### The metal 1 layer, run 1

The bar under the picture is 20 microns long. Supply wires on this layer in gray.
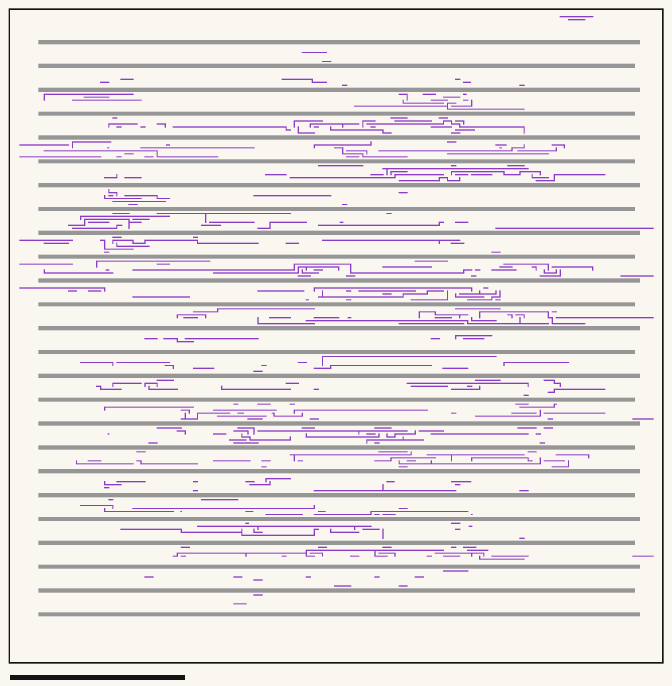
### The metal 2 layer, run 1

Cells faint in the background.
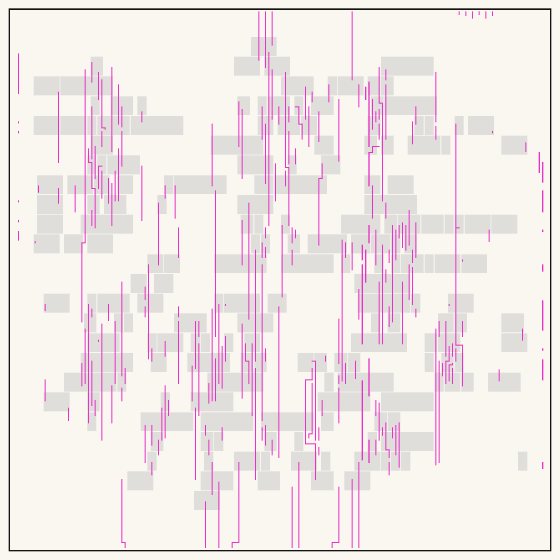
### M3 wires, run 1

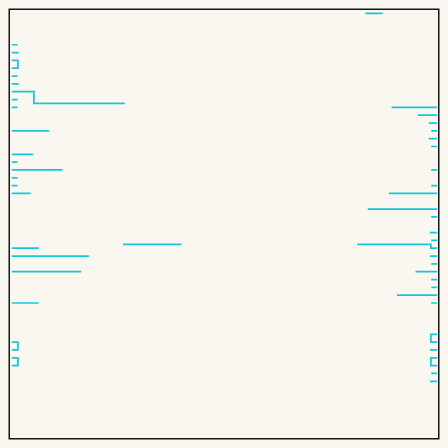
### Congestion heat map, run 1

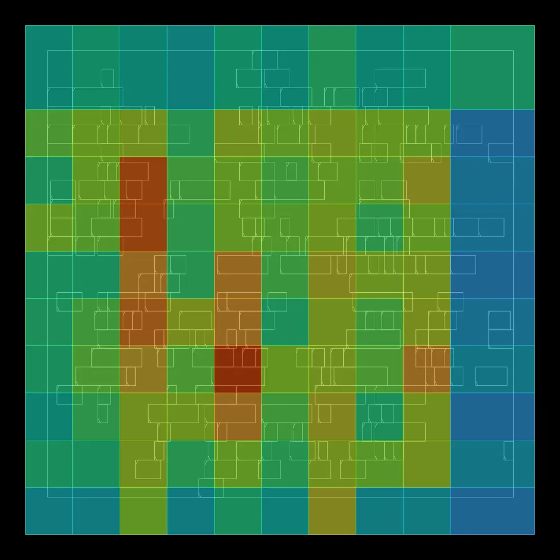
==> config.mk <==
export PLATFORM = sky130hd
export DESIGN_NAME = cache_fill_fsm
export DESIGN_NICKNAME = d
export VERILOG_FILES = /design/src/rtl/cache_pkg.sv /design/src/rtl/fill_counter.sv /design/src/rtl/cache_fill_fsm.sv
export SDC_FILE = /design/constraint.sdc
export NUM_CORES = 1
export LEC_CHECK = 0
export CELL_PAD_IN_SITES_DETAIL_PLACEMENT = 0
export CELL_PAD_IN_SITES_GLOBAL_PLACEMENT = 1
export CORE_MARGIN = 3
export CORE_UTILIZATION = 27
export CTS_CLUSTER_DIAMETER = 30
export CTS_CLUSTER_SIZE = 20
export DETAILED_ROUTE_END_ITERATION = 8
export PLACE_DENSITY_LB_ADDON = 0.1
export RECOVER_POWER = 50
export SLEW_MARGIN = 20
export SYNTH_ARGS = -nofsm -noshare
export SYNTH_HDL_FRONTEND = slang
export SYNTH_SLANG_ARGS = --single-unit
export TNS_END_PERCENT = 10
==> constraint.sdc <==
create_clock -name clk -period 2.4 [get_ports clk]
set_clock_uncertainty 0.15 [all_clocks]
set_input_delay 0.24 -clock clk [delete_from_list [all_inputs] [get_ports clk]]
set_output_delay 0.24 -clock clk [all_outputs]
set_load 0.01 [all_outputs]
==> Changelog: implementation <==
## Flow update

- Die Span Y: 74.4 microns
- Post-Synth AOI/OAI Area: 12.8%
- Flop share of the area: 23.4%
- Mux share: 1.59%
- Final hold violations: 0
- Area Overhead vs Synth: 35.8%
- Final worst-path cycle share: 92.7%
- Max Cap Viol: 0
- GR Overflow Total: 0
- Gr busiest metal: met2
- Seq group: 0.372 mW
- Cell Pwr Density: 442 nW/um^2
- Commonest flop: dfxtp_1
- Hpwl dp: 2230 microns
- Bufs on Longest Clock Path: 2
- Buffer count excluding the clock tree in the final layout: 44
- Max reg flops: 12
- Count of library flops with an enable pin: 0
- Htree depth: 1
- Sum Neg Setup Slack: 0 ns
- Switching Fraction: 25.9%
- Top Layout Cells: nand2_1 (35), clkdlybuf4s50_1 (27), a21oi_1 (21)
- Largest net degree at the start of global routing: 16
- Crit path DAT: 1.83 ns
- Chip area in the Yosys report: 1260 sq um
- Fp_density: 28.4%
- Status: complete, no violations
- Crit-path max FO: 3
- ClkCell Share: 3.21%
- Top cells by area: dfxtp_1 (32%), nand2_1 (10%), buf_4 (10%)
- Wl on met1: 1490 microns
- Final setup fails: 0
- Fmax: 449 MHz
- Fill count: 472
- Final GP Congestion: 0.750
- # clock sinks: 20
- Final Non-Filler Cells: 244
- P_int: 0.562 mW
- Comb area share: 43.1%
- Logic area: 738 sq um
- Vias in the first global route: 1094
- Port-buffer cells: 37
- Clock buffers: 4
- CP Depth: 6
- Die X: 74.4 microns
- Clk_lat worst skew: 0.25 ns
- Hold path cells: 0
- Count leader, synth: nand2_1
- Crit-path leading delay family: buffers and inverters
- Tot Pwr: 0.757 mW
- CTS Hold Bufs: 0
- Diodes inserted: 0
- Tool warning count: 34
- Nets@finish: 235
- Required time of the critical path: 2.01 ns
- Max Used Layer: met4
- Flop count: 20
- Synth async-reset ratio: 0%
- Number of logic gates: 117
- Post-synth cell types: 32
- P_sw: 0.196 mW
- Post-route antenna net violation count: 0
- Clock net power: 0.255 mW
- Dpl ws: 0.155 ns
- Comb pwr share: 17.1%
- Commonest cells in the netlist: nand2_1 (35), a21oi_1 (21), dfxtp_1 (20), buf_4 (17), nor2_1 (11)
- Antenna violations before repair: 0
- Inverters: 7
- Crit Path Class: reg2out
- Comb group: 0.130 mW
- Area leader share: 31.7%
- DR vias/cell: 4.70
- Chip area: 5530 sq um
- First-pass GRT wire length: 5060 microns
- CP Capture Type: output port
- Main logic family after synthesis: simple AND/OR/NAND/NOR gates
- CTS tree: built
- Crit path buffers/inverters: 2
- Final worst setup slack: 0.175 ns
- Post-CTS Setup Bufs: 0
- Slowest CP cell: clkdlybuf4s50_1
- R2R depth: 4
- Site Rows: 24
- Final non-clock buffer share: 25.0%
- Syn nets: 210
- Root Buffer Master: clkbuf_8
- First drt pass iteration count: 4
- Placement Cell Area: 1590 sq um
- Yosys cell count: 168
- Synth Area in XOR/XNOR: 4.16%
- Met3 routed WL: 179 microns
- Simple share: 28.8%
- Most frequent logic cell in the layout: nand2_1
- Peak supply drop: 0.000156 V
- Hold WC Path Type: in2out
- Slew Limit Fails: 0
- WL/cell: 12.3 microns
- Io pins: 75
- Synth Instances: 168
- Clock transition at the registers of the reported paths: 0.07 ns
- Largest class: logic gates
- Mapped Area: 1260 sq um
- Cts bufs inserted: 3
- Post-Syn Area per Cell: 7.51 sq um
- Startpoint Class: register
- DRT iter0 DRCs: 45
- Fraction of layout cells with a size suffix above 1: 10.4%
- Post-synthesis register bit count: 20
- Post-CTS Resized: 7
- Crit path cell chain: ha_2, buf_4, nand3_1, xor2_1, nor2_1, clkdlybuf4s50_1
- Register-to-Register Setup Slack: 0.75 ns
- Share of power burned in the clock network: 33.7%
- RSZ-0062 raised after global routing: yes
- Largest stage delay, worst path: 0.55 ns
- Hold WS: 0.330 ns
- Placed instance count: 240
- Well Taps: 52
- Final min period: 2.22 ns
- Met2 WL: 1290 microns
- Ys Warns: 0
- Leakage power: 0.740 nW
- Final instance area: 1710 sq um
- Residual DRC: 0
- Area leader, netlist: dfxtp_1
Notes on 'The metal 1 layer' above:
The longest straight run is 20.7 microns. 192 nets have wire on it. The wires run mostly horizontal. The layer carries 1490 microns of wire. The layer holds 50% of the routed length.
M1 GR Usage: 16.1%
final wirelength: 3000 microns
detailed-route via count: 1146

Notes on 'The metal 2 layer' above:
The wires run mostly vertical. The layer holds 43% of the routed length.
met2 Use GR: 17.4%

Notes on 'M3 wires' above:
The layer holds 6.0% of the routed length. 40 nets have wire on it. The wires run mostly horizontal. The longest straight run is 15.6 microns.
GR Util met3: 2.70%

Notes on 'Congestion heat map' above:
Core Util, Final: 38.6%
Tot GR Track Use: 11.7%

Power and IR drop assume default switching activity.
